`src/rtl/hub75e_bcm_scan_ctrl_if.sv`:
```
// Signal bundle between hub75e_bcm_scan_ctrl and its pixel RAM / HUB75E panel side.
interface hub75e_bcm_scan_ctrl_if #(
  parameter int AW = 12,
  parameter int PW = 3
);
  logic          enable;
  logic          swap_req;
  logic [AW-1:0] ram_addr;
  logic          ram_rd;
  logic [PW-1:0] plane;
  logic [4:0]    row_addr;
  logic          hub_ck;
  logic          hub_st;
  logic          hub_oe_n;
  logic          bank;
  logic          swap_ack;
  logic          frame_start;
  logic          busy;

  modport master (
    input  enable, swap_req,
    output ram_addr, ram_rd, plane, row_addr, hub_ck, hub_st, hub_oe_n,
           bank, swap_ack, frame_start, busy
  );

  modport slave (
    output enable, swap_req,
    input  ram_addr, ram_rd, plane, row_addr, hub_ck, hub_st, hub_oe_n,
           bank, swap_ack, frame_start, busy
  );
endinterface

```
`src/rtl/hub75e_bcm_scan_ctrl.sv`:
```
// HUB75E binary-code-modulation scan sequencer: rows x bitplanes, shift/latch/OE timing.
// Optional DOUBLE_BUFFER_EN macro enables front/back bank swapping at frame end.
module hub75e_bcm_scan_ctrl #(
  parameter int COLS    = 64,
  parameter int ROWS    = 32,
  parameter int BITS    = 5,
  parameter int BASE_OE = 2
) (
  input  logic                  clk,
  input  logic                  resetn,
  hub75e_bcm_scan_ctrl_if.master bus
);
  localparam int CW         = $clog2(COLS);
  localparam int RW         = (ROWS > 1) ? $clog2(ROWS) : 1;
  localparam int PW         = (BITS > 1) ? $clog2(BITS) : 1;
  localparam int AW         = 1 + RW + CW;
  localparam int SHIFT_LAST = 2 * COLS;
  localparam int OE_MAX     = BASE_OE << (BITS - 1);
  localparam int TW_SH      = $clog2(SHIFT_LAST + 1);
  localparam int TW_OE      = $clog2(OE_MAX + 1);
  localparam int TW         = (TW_SH > TW_OE) ? TW_SH : TW_OE;

  typedef enum logic [2:0] {IDLE, SHIFT, LATCH, GUARD, DISPLAY} state_t;

  state_t         state, state_nx;
  logic [TW-1:0]  timer, timer_nx;
  logic [RW-1:0]  row, row_nx;
  logic [PW-1:0]  plane_r, plane_nx;
  logic           bank_r, bank_nx;
  logic           swap_nx;
  logic [TW-1:0]  oe_len;

  logic [AW-1:0]  ram_addr_q, ram_addr_d;
  logic           ram_rd_q, ram_rd_d;
  logic [4:0]     row_addr_q, row_addr_d;
  logic           hub_ck_q, hub_ck_d;
  logic           hub_st_q, hub_st_d;
  logic           oe_n_q, oe_n_d;
  logic           swap_q;
  logic           fs_q, fs_d;
  logic           busy_q, busy_d;

  assign oe_len = TW'(BASE_OE) << plane_r;

  // State, counters and all outputs registered together so outputs line up with state.
  always_ff @(posedge clk) begin
    if (!resetn) begin
      state      <= IDLE;
      timer      <= '0;
      row        <= '0;
      plane_r    <= '0;
      bank_r     <= 1'b0;
      swap_q     <= 1'b0;
      ram_addr_q <= '0;
      ram_rd_q   <= 1'b0;
      row_addr_q <= '0;
      hub_ck_q   <= 1'b0;
      hub_st_q   <= 1'b0;
      oe_n_q     <= 1'b1;
      fs_q       <= 1'b0;
      busy_q     <= 1'b0;
    end else begin
      state      <= state_nx;
      timer      <= timer_nx;
      row        <= row_nx;
      plane_r    <= plane_nx;
      bank_r     <= bank_nx;
      swap_q     <= swap_nx;
      ram_addr_q <= ram_addr_d;
      ram_rd_q   <= ram_rd_d;
      row_addr_q <= row_addr_d;
      hub_ck_q   <= hub_ck_d;
      hub_st_q   <= hub_st_d;
      oe_n_q     <= oe_n_d;
      fs_q       <= fs_d;
      busy_q     <= busy_d;
    end
  end

  always_comb begin
    state_nx = state;
    timer_nx = timer;
    row_nx   = row;
    plane_nx = plane_r;
    bank_nx  = bank_r;
    swap_nx  = 1'b0;
    unique case (state)
      IDLE: begin
        if (bus.enable) begin
          state_nx = SHIFT;
          timer_nx = '0;
          row_nx   = '0;
          plane_nx = '0;
        end
      end
      SHIFT: begin
        if (timer == TW'(SHIFT_LAST)) begin
          state_nx = LATCH;
          timer_nx = '0;
        end else begin
          timer_nx = timer + 1'b1;
        end
      end
      LATCH: state_nx = GUARD;
      GUARD: begin
        state_nx = DISPLAY;
        timer_nx = '0;
      end
      DISPLAY: begin
        if (timer == oe_len - 1'b1) begin
          timer_nx = '0;
          if (plane_r == PW'(BITS - 1)) begin
            plane_nx = '0;
            if (row == RW'(ROWS - 1)) begin
              row_nx = '0;
`ifdef DOUBLE_BUFFER_EN
              if (bus.swap_req) begin
                bank_nx = ~bank_r;
                swap_nx = 1'b1;
              end
`endif
            end else begin
              row_nx = row + 1'b1;
            end
          end else begin
            plane_nx = plane_r + 1'b1;
          end
          // Stopping discards the advanced position; a restart always begins a fresh frame.
          if (bus.enable) begin
            state_nx = SHIFT;
          end else begin
            state_nx = IDLE;
            row_nx   = '0;
            plane_nx = '0;
          end
        end else begin
          timer_nx = timer + 1'b1;
        end
      end
      default: state_nx = IDLE;
    endcase
  end

  logic shifting, fetch, bank_bit;

  always_comb begin
`ifdef DOUBLE_BUFFER_EN
    bank_bit   = bank_nx;
`else
    bank_bit   = 1'b0;
`endif
    shifting   = (state_nx == SHIFT);
    fetch      = shifting && (timer_nx < TW'(SHIFT_LAST));
    ram_addr_d = fetch ? {bank_bit, row_nx, timer_nx[CW:1]} : ram_addr_q;
    ram_rd_d   = fetch;
    // Column c is on the RAM bus at k=2c+1..2c+2; the clock edge lands mid-window.
    hub_ck_d   = shifting && (timer_nx != '0) && !timer_nx[0];
    hub_st_d   = (state_nx == LATCH);
    row_addr_d = (state_nx == LATCH) ? 5'(row_nx) : row_addr_q;
    oe_n_d     = (state_nx != DISPLAY);
    fs_d       = shifting && (timer_nx == '0) && (row_nx == '0) && (plane_nx == '0);
    busy_d     = (state_nx != IDLE);
  end

  assign bus.ram_addr    = ram_addr_q;
  assign bus.ram_rd      = ram_rd_q;
  assign bus.plane       = plane_r;
  assign bus.row_addr    = row_addr_q;
  assign bus.hub_ck      = hub_ck_q;
  assign bus.hub_st      = hub_st_q;
  assign bus.hub_oe_n    = oe_n_q;
  assign bus.bank        = bank_r;
  assign bus.swap_ack    = swap_q;
  assign bus.frame_start = fs_q;
  assign bus.busy        = busy_q;
endmodule

```
`src/flat_wrapper.sv`:
```
// flat-port wrapper written by rule: the top's interface ports become plain ports
module hub75e_bcm_scan_ctrl_flat 
#(
  parameter int COLS    = 64,
  parameter int ROWS    = 32,
  parameter int BITS    = 5,
  parameter int BASE_OE = 2
)
  (clk, resetn, bus_enable, bus_swap_req, bus_ram_addr, bus_ram_rd, bus_plane, bus_row_addr, bus_hub_ck, bus_hub_st, bus_hub_oe_n, bus_bank, bus_swap_ack, bus_frame_start, bus_busy);
  hub75e_bcm_scan_ctrl_if #(.AW((4)), .PW((2))) bus_i ();
  input  logic clk;
  input  logic resetn;
  input wire logic [$bits(bus_i.enable)-1:0] bus_enable;
  input wire logic [$bits(bus_i.swap_req)-1:0] bus_swap_req;
  output wire logic [$bits(bus_i.ram_addr)-1:0] bus_ram_addr;
  output wire logic [$bits(bus_i.ram_rd)-1:0] bus_ram_rd;
  output wire logic [$bits(bus_i.plane)-1:0] bus_plane;
  output wire logic [$bits(bus_i.row_addr)-1:0] bus_row_addr;
  output wire logic [$bits(bus_i.hub_ck)-1:0] bus_hub_ck;
  output wire logic [$bits(bus_i.hub_st)-1:0] bus_hub_st;
  output wire logic [$bits(bus_i.hub_oe_n)-1:0] bus_hub_oe_n;
  output wire logic [$bits(bus_i.bank)-1:0] bus_bank;
  output wire logic [$bits(bus_i.swap_ack)-1:0] bus_swap_ack;
  output wire logic [$bits(bus_i.frame_start)-1:0] bus_frame_start;
  output wire logic [$bits(bus_i.busy)-1:0] bus_busy;
  assign bus_i.enable = bus_enable;
  assign bus_i.swap_req = bus_swap_req;
  assign bus_ram_addr = bus_i.ram_addr;
  assign bus_ram_rd = bus_i.ram_rd;
  assign bus_plane = bus_i.plane;
  assign bus_row_addr = bus_i.row_addr;
  assign bus_hub_ck = bus_i.hub_ck;
  assign bus_hub_st = bus_i.hub_st;
  assign bus_hub_oe_n = bus_i.hub_oe_n;
  assign bus_bank = bus_i.bank;
  assign bus_swap_ack = bus_i.swap_ack;
  assign bus_frame_start = bus_i.frame_start;
  assign bus_busy = bus_i.busy;
  hub75e_bcm_scan_ctrl #(.COLS(COLS), .ROWS(ROWS), .BITS(BITS), .BASE_OE(BASE_OE)) u_core (.clk(clk), .resetn(resetn), .bus(bus_i));
endmodule
```
`config.mk`:
```
export PLATFORM = sky130hd
export DESIGN_NAME = hub75e_bcm_scan_ctrl_flat
export DESIGN_NICKNAME = d
export VERILOG_FILES = /design/src/rtl/hub75e_bcm_scan_ctrl_if.sv /design/src/rtl/hub75e_bcm_scan_ctrl.sv /design/src/flat_wrapper.sv
export SDC_FILE = /design/constraint.sdc
export NUM_CORES = 1
export LEC_CHECK = 0
export CORE_MARGIN = 2
export CORE_UTILIZATION = 50
export CTS_BUF_LIST = sky130_fd_sc_hd__clkbuf_2
export CTS_CLUSTER_DIAMETER = 150
export DETAILED_ROUTE_END_ITERATION = 8
export PLACE_DENSITY = 0.72
export SYNTH_ARGS = -nofsm -noshare
export SYNTH_HDL_FRONTEND = slang
export SYNTH_SLANG_ARGS = --single-unit
```
`constraint.sdc`:
```
create_clock -name clk -period 7.4 [get_ports clk]
set_clock_uncertainty 0.15 [all_clocks]
set_input_delay 0.74 -clock clk [delete_from_list [all_inputs] [get_ports clk]]
set_output_delay 0.74 -clock clk [all_outputs]
set_load 0.1 [all_outputs]
```
==> flow_metrics.py, run 1 <==
# Auto-generated metrics
metrics = {
    "floorplanning": {
        "die-area_sq_mm": 0.00473,
        "die_x_um": 68.8,
        "design.portCount": 23,
    },
    "setup_path": {
        "cp-endpoint": "u_core.ram_addr_q[0]$_SDFFE_PN0P_",
        "timing.rr.start": "u_core.plane_r[0]$_SDFF_PN0_",
        "crit_type": "flop to flop",
        "cp-start-kind": "flop",
        "crit_fanout": 9,
        "path_cells": "inv_1 -> ha_1 -> or2b_1 -> ha_1 -> nor2b_1 -> mux2i_1 -> xor2_1 -> or4_4 -> a21oi_2 -> o311ai_1 -> nor3_2 -> mux2_2",
        "arrival_ps": 4190,
        "r2r_slack_ps": 3350,
        "path_depth": 12,
        "reg2reg_depth": 12,
        "critical_path_buf_inv_count": 1,
        "max_stage_delay_ps": 630,
        "cpMostUsedCell": "ha_1",
        "slowest_stage": "or4_4",
        "crit_start": "u_core.plane_r[0]$_SDFF_PN0_",
    },
    "place": {
        "placed_cell_area_sq_mm": 0.00228,
        "hpwl_mm": 3.39,
        "gp_congestion": 0.905,
        "dpl_worst_slack_ps": 3380,
    },
    "synthesis": {
        "largest_area_cell": "dfxtp_1",
        "yosys.area_share.adder_pct": 5.96,
        "netlist.area_leader.share_pct": 32.4,
        "ys_sh_xor_pct": 5.01,
        "yosys_warnings": 0,
        "yosys_cells": 260,
        "area_leaders": "dfxtp_1 32%, ha_1 6.0%, nor2_1 5.9%, nand2_1 5.4%, xnor2_1 3.3%",
        "numSynthFlops": 34,
        "ys_seq_share_pct": 32.4,
        "synthTopCellsByCount": "34 x dfxtp_1, 33 x nor2_1, 30 x nand2_1",
        "most_common_cell": "dfxtp_1",
        "ys_types": 58,
        "synth-simple-area-share_pct": 26.7,
        "syn_area_sq_mm": 0.00210,
    },
    "sta": {
        "fin_ws_ps": 3350,
        "max_clock_freq_mhz": 247,
        "min_period_ps": 4050,
        "hold_viol_final": 0,
        "drv_slew": 0,
        "worstMarginPinSlew_ps": 1080,
    },
    "final_layout": {
        "area_delta_synth_final_pct": 10.3,
        "layout.nets": 286,
        "drive_above_1_share_pct": 8.06,
        "antenna_cells": 0,
        "logic_area_sq_mm": 0.00127,
        "seqCellArea_sq_um": 681,
    },
    "drt": {
        "firstDrtPassIters": 4,
        "wl_mm": 4.67,
        "drt_iter0_markers": 106,
        "drc": 0,
        "avgRoutedWirePerCell_um": 14.4,
    },
    "global_route": {
        "grt_use_met3_pct": 5.68,
        "met1_usage_pct": 31.2,
        "grt_pass1_wl_mm": 7.69,
        "overflow": 0,
        "grt_pass1_vias": 1659,
        "met2_usage_pct": 32.5,
        "grt_max_degree": 20,
    },
    "run": {
        "maxCapViolations": 0,
        "warnings": 31,
    },
    "power_and_ir_drop": {
        "ir_drop_mv": 0.126,
        "power.group.top": "sequential cells",
        "internal_power_uw": 232,
        "p_sw_share_pct": 33.7,
        "combinationalPowerShare_pct": 20.8,
        "p_comb_uw": 72.9,
        "p_leak_nw": 0.914,
    },
    "hold_path": {
        "holdPathStages": 2,
        "holdCritStartpoint": "u_core.ram_addr_q[3]$_SDFFE_PN0P_",
        "hp-class": "flop to flop",
    },
    "cts": {
        "post-cts-setup-buffers": 0,
        "cts_root_buf": "clkbuf_2",
        "cts_made_buffers": 5,
        "postCtsHoldBufs": 0,
        "clk_pin_slew_ps": 170,
        "clock-sinks": 34,
    },
    "run_status": {
        "status": "finished, final reports clean",
    },
}
-- run 1: layout make-up --
cell class	count	share of cell area [%]
repair buffers	21	8.86
inverters	15	2.43
clock buffers	6	1.30
clock inverters	2	0.378
multi-input cells	195	54.9
flip-flops and latches	34	29.4
well taps	50	2.70
-- run 1: sequential cells by signal (all words and copies together), names as in the netlist --
signal / cells
u_core.bus.hub_ck: 1
u_core.bus.frame_start: 1
u_core.bus.row_addr: 5
u_core.timer: 8
u_core.bus.hub_oe_n: 1
u_core.row: 5
u_core.state: 3
u_core.bus.busy: 1
u_core.ram_addr_q: 4
u_core.bus.hub_st: 1
u_core.plane_r: 3
u_core.bus.ram_rd: 1
-- run 1: metal layers --
metal / vias to the layer above / routed length [um]
met2: 54 / 2040
met5: - / 0
li1: 939 / -
met3: 6 / 271
met4: 0 / 65
met1: 846 / 2290
-- run 1: kinds of logic after synthesis --
family / count (synthesis)
buffers and inverters: 32
AND/OR/NAND/NOR: 111
AND-OR/OR-AND: 53
multiplexers: 7
flip-flops: 34
adder cells (fa/ha/maj): 10
other: 1
XOR/XNOR: 12
-- run 1: metrics by stage --
| step | std cells | hold slack [ps] |
|---|---|---|
| finish | 323 | 319 |
| global route | 323 | 351 |
| CTS | 323 | 320 |
| detailed placement | 315 | 297 |
| global placement | 315 | 294 |
| floorplan | 261 | 358 |
-- run 1: cell usage in the layout, fill, tap and decap left out, drive strengths merged, types with 3 or more instances in the layout --
cell / count
a21o: 3
mux2: 3
or4: 3
and2: 6
inv: 14
xor2: 4
xnor2: 8
a21oi: 5
nor2: 33
clkinv: 3
ha: 10
dfxtp: 34
o21ai: 9
o21a: 3
and3: 3
nor2b: 4
nand3: 4
nor4: 4
nor3b: 3
nand2: 30
nor3: 10
nand4: 4
mux2i: 4
clkdlybuf4s50: 19
clkbuf: 6
a211oi: 6
### Close-up of the layout, run 1

Window x 22 to 47, y 22 to 47 um. Cells in grey, sequential cells in the stronger grey; small squares are vias.
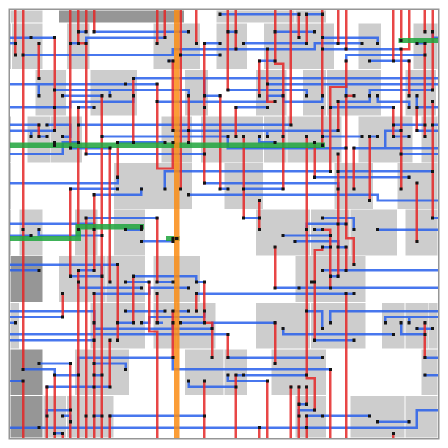
metal 2: in red. metal 3: in green. metal 1: in blue. metal 4: in orange.
51 logic cells have their middle in the window. Sequential cells in the window: 0. Most frequent: nand2_1 (10), nor2_1 (4).

### Clock network drawn from the DEF, run 1

Drawn at 8 px/um.
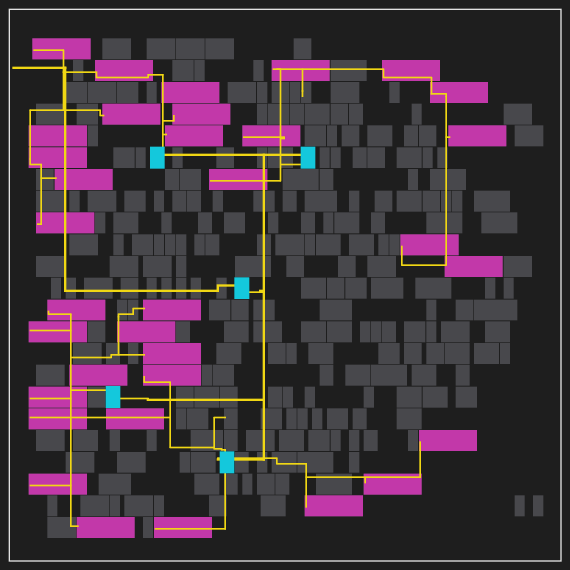
clock wires: in yellow, length 465 um. flip-flops: in magenta, count 34. clock drivers: in cyan, count 5.
There are 6 routed clock nets.
Clock Power Share: 24.8%
Clock group: 86.8 uW

### Cell density map, run 1

Drawn at 4 px/um. The die is cut into 7 by 7 equal tiles; black is low, pale yellow is high, 0 to 100% covered.
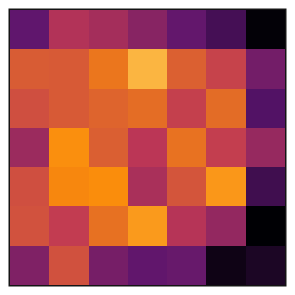
The fullest tile reaches 84%. The emptiest ninth of the die: lower right. 4.1% of the tiles are nearly empty.
final core occ: 57.5%
Initial Utilization: 52.1%
total core area: 0.00403 sq mm

### Cells coloured by class, run 1

Drawn at 6 px/um. Fill, decap, tap and diode cells in grey.
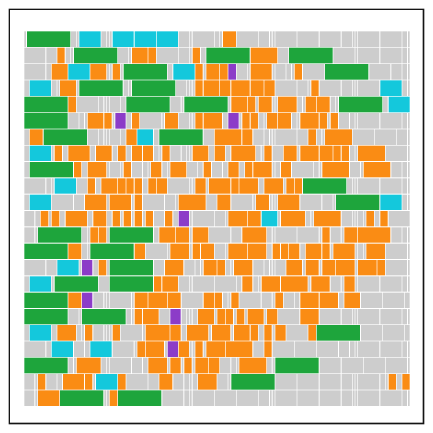
combinational and other logic: in orange, cells 210, share of their area 59%. remaining buffers and delay cells: in cyan, cells 21, share of their area 9.1%. sequential cells: in green, cells 34, share of their area 30%. clock drivers and dummy loads: in purple, cells 8, share of their area 1.7%.
fin area: 0.00231 sq mm
Seq area share: 29.4%
row count: 23

### Clock wiring as the flow saved it, run 1

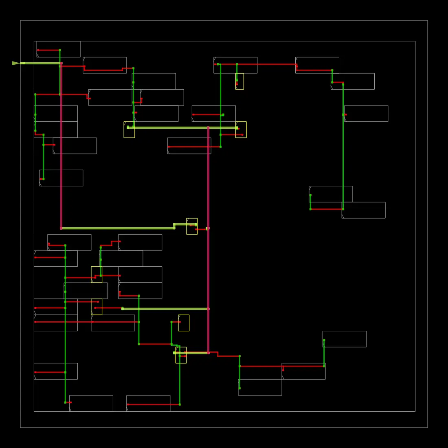

==> run 1 -> run 2 <==
clock period = 4 ns   (was 7.4 ns; I/O delays follow)
### Clock wiring as the flow saved it, run 2

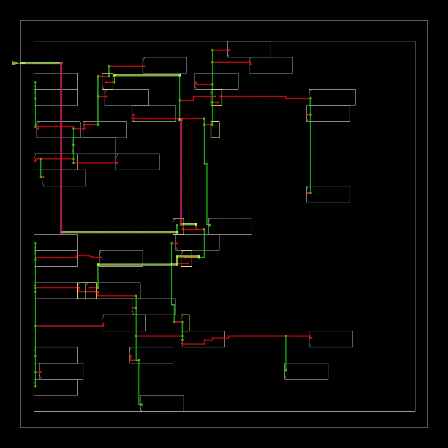
clock buf count: 5
Late-Pin Clk Latency: 380 ps
seq_cells: 34
Clock group: 152 uW
clk sink count: 34

==> run 2 against run 1 <==
Net effect:
- synthesized cell count stayed put
- sequential share of layout area is 0.21 points lower
- area after synthesis stayed put
- critical path type unchanged
- clock-buffer cell count is 1 lower
- first-iteration DRC count is 11% lower
- clock power is 75% higher
- highest routed layer unchanged
- fmax is 6.5% higher
- total power is 83% higher
- global-route usage is 0.11 points lower
- non-clock buffer count is 3 higher
- critical endpoint is now u_core.bus.hub_ck$_SDFF_PN0_
==> flow_metrics.py, run 2 <==
# Auto-generated metrics
metrics = {
    "synthesis": {
        "edf_count": 0,
        "netlist.area_leader.share_pct": 32.4,
        "synth_area_per_cell_sq_um": 8.07,
        "ff_type": "dfxtp_1",
        "netlist_logic_family_top": "simple AND/OR/NAND/NOR gates",
        "area_leaders": "dfxtp_1 32%, ha_1 6.0%, nor2_1 5.9%, nand2_1 5.4%, xnor2_1 3.3%",
        "yosys_warnings": 0,
        "numSynthFlops": 34,
        "ys_sh_aoi_pct": 19.0,
        "synth-simple-area-share_pct": 26.7,
        "muxShareOfSynthArea_pct": 3.52,
        "synthTopCellsByCount": "34 x dfxtp_1, 33 x nor2_1, 30 x nand2_1",
        "largest_area_cell": "dfxtp_1",
        "synth_cells": 260,
        "ys_seq_share_pct": 32.4,
        "most_common_cell": "dfxtp_1",
        "async_reset_ff_share_pct": 0,
        "yosys_cells": 260,
        "yosys.area_share.adder_pct": 5.96,
        "ys_sh_xor_pct": 5.01,
        "ys_area_sq_mm": 0.00210,
        "ys_types": 58,
        "syn_area_sq_mm": 0.00210,
    },
    "drt": {
        "viasPerCell": 5.70,
        "final_antenna_net_count": 0,
        "wl_mm": 4.67,
        "drt_iter0_markers": 94,
        "avgRoutedWirePerCell_um": 14.3,
        "firstDrtPassIters": 4,
        "drc": 0,
        "vias": 1857,
    },
    "power_and_ir_drop": {
        "power.group.top": "sequential cells",
        "ir_drop_mv": 0.215,
        "p_seq_share_pct": 55.0,
        "p_sw_uw": 217,
        "internal_power_uw": 425,
        "p_sw_share_pct": 33.7,
        "power_frac_clock_pct": 23.7,
        "p_seq_uw": 353,
        "p_comb_uw": 137,
        "p_per_area_mw_per_mm2": 275,
        "p_leak_nw": 0.923,
        "combinationalPowerShare_pct": 21.3,
    },
    "sta": {
        "hold_viol_final": 0,
        "rsz0062_at_grt": "false",
        "max_clock_freq_mhz": 263,
        "worstMarginPinSlew_ps": 1110,
        "relSlewSlack_pct": 26.1,
        "setup_violations": 0,
        "fin_ws_ps": 195,
        "tns_ps": 0,
        "drv_slew": 0,
        "holdWs_ps": 323,
        "min_period_ps": 3800,
        "finalClockPeriodUsage_pct": 95.1,
    },
    "setup_path": {
        "cp-end-kind": "flop",
        "slowest_stage": "or4_4",
        "crit_type": "flop to flop",
        "max_stage_delay_ps": 640,
        "timing.rr.start": "u_core.plane_r[1]$_SDFF_PN0_",
        "crit_fanout": 9,
        "cp-start-kind": "flop",
        "arrival_ps": 3920,
        "rr_endpoint": "u_core.bus.hub_ck$_SDFF_PN0_",
        "required_ps": 4120,
        "r2r_slack_ps": 200,
        "crit_start": "u_core.plane_r[1]$_SDFF_PN0_",
        "reg2reg_depth": 12,
        "path_cells": "inv_1 -> ha_1 -> or2b_1 -> ha_1 -> nor2b_1 -> mux2i_1 -> xor2_1 -> or4_4 -> a21o_1 -> a221o_1 -> or4_4 -> o21a_1",
        "cp-endpoint": "u_core.bus.hub_ck$_SDFF_PN0_",
    },
    "place": {
        "hpwl_mm": 3.44,
        "dpl_worst_slack_ps": 192,
        "place_inst": 318,
        "gp_congestion": 0.850,
        "portBuffers": 19,
    },
    "global_route": {
        "grt_max_degree": 20,
        "grt_usage_pct": 22.0,
        "overflow": 0,
        "grt_pass1_vias": 1621,
        "antenna_found_initial": 0,
        "grt_pass1_wl_mm": 7.73,
    },
    "cts": {
        "cts_root_buf": "clkbuf_2",
        "cts_tree": "done",
        "post-cts-setup-buffers": 0,
        "cts_buffer_depth": 2,
        "clk_pin_slew_ps": 180,
        "cts_made_buffers": 5,
        "ctsHtreeMaxLevel": 2,
    },
    "final_layout": {
        "largest_class": "combinational gates",
        "layout.nonclk_buf_share_pct": 9.75,
        "lay_top_cells": "33 x nor2_1, 33 x dfxtp_1, 30 x nand2_1",
        "largest_reg_flops": 8,
        "num-nonclk-inverters": 15,
        "area_delta_synth_final_pct": 11.3,
        "logic_area_sq_mm": 0.00127,
        "seq_share_pct": 29.2,
        "comb.multi_input.count": 195,
        "layout.nets": 289,
        "drive_above_1_share_pct": 8.70,
        "sh_comb_area_pct": 54.4,
        "seqCellArea_sq_um": 682,
        "buffers": 24,
        "fillers": 407,
        "layoutNonFillerInstCount": 326,
        "top_register": "u_core.timer",
        "clockNetworkAreaShare_pct": 1.55,
        "antenna_cells": 0,
    },
    "run": {
        "maxCapViolations": 0,
        "warnings": 31,
    },
    "floorplanning": {
        "design.portCount": 23,
        "num_rows": 23,
        "die_h_um": 68.8,
        "die-area_sq_mm": 0.00473,
        "core_area_sq_mm": 0.00403,
        "die_x_um": 68.8,
        "initial_utilization_pct": 52.1,
        "tapCellCount": 50,
    },
    "run_status": {
        "status": "finished, final reports clean",
    },
    "hold_path": {
        "hp-class": "flop to flop",
    },
}
-- run 2: repair_timing --
action,CTS,global route
gates resized,0,1
endpoints found under the hold margin,0,0
hold buffers,0,0
endpoints found under the setup margin,0,2
-- run 2: worst max-delay path: cells and delay by family, from the launching register on --
kind	cells	cell delay [ps]
buf+inv	1	100
mux	1	230
simple gates	4	1530
xor+xnor	1	120
fa+ha+maj	2	380
compound gates	3	730
flops	1	440
-- run 2: routing by layer --
layer  vias up  wire [um]  global-route usage (%)  part of all wire, %
met5         -          0                       0                    0
met4         0         46                    7.84                 0.99
met3         4        226                    4.55                  4.8
met2        51       2060                    31.7                   44
met1       861       2340                    32.3                   50
li1        941          -                       -                    -
-- run 2: how the worst min path moves through the flow --
stage,start,endpoint,slack [ps],cells after the start
6_report,u_core.ram_addr_q[1]$_SDFFE_PN0P_,u_core.ram_addr_q[1]$_SDFFE_PN0P_,320,2
5_1_grt,u_core.ram_addr_q[2]$_SDFFE_PN0P_,u_core.ram_addr_q[2]$_SDFFE_PN0P_,360,2
4_1_cts,u_core.ram_addr_q[2]$_SDFFE_PN0P_,u_core.ram_addr_q[2]$_SDFFE_PN0P_,330,2
3_5_place_dp,u_core.ram_addr_q[2]$_SDFFE_PN0P_,u_core.ram_addr_q[2]$_SDFFE_PN0P_,310,2
3_3_place_gp,u_core.ram_addr_q[1]$_SDFFE_PN0P_,u_core.ram_addr_q[1]$_SDFFE_PN0P_,290,2
2_1_floorplan,u_core.state[2]$_SDFF_PN0_,u_core.state[1]$_SDFF_PN0_,360,3
-- run 2: through the flow --
stage	power (mW)	util [%]	instance area, sq um
2_1_floorplan	0.468	-	2100
3_3_place_gp	0.495	57.0	2300
3_5_place_dp	0.495	57.0	2300
4_1_cts	0.643	58.0	2330
5_1_grt	0.675	58.0	2340
6_report	0.642	58.0	2340
Power figures rest on the tool's default switching activity, not on a simulated workload.
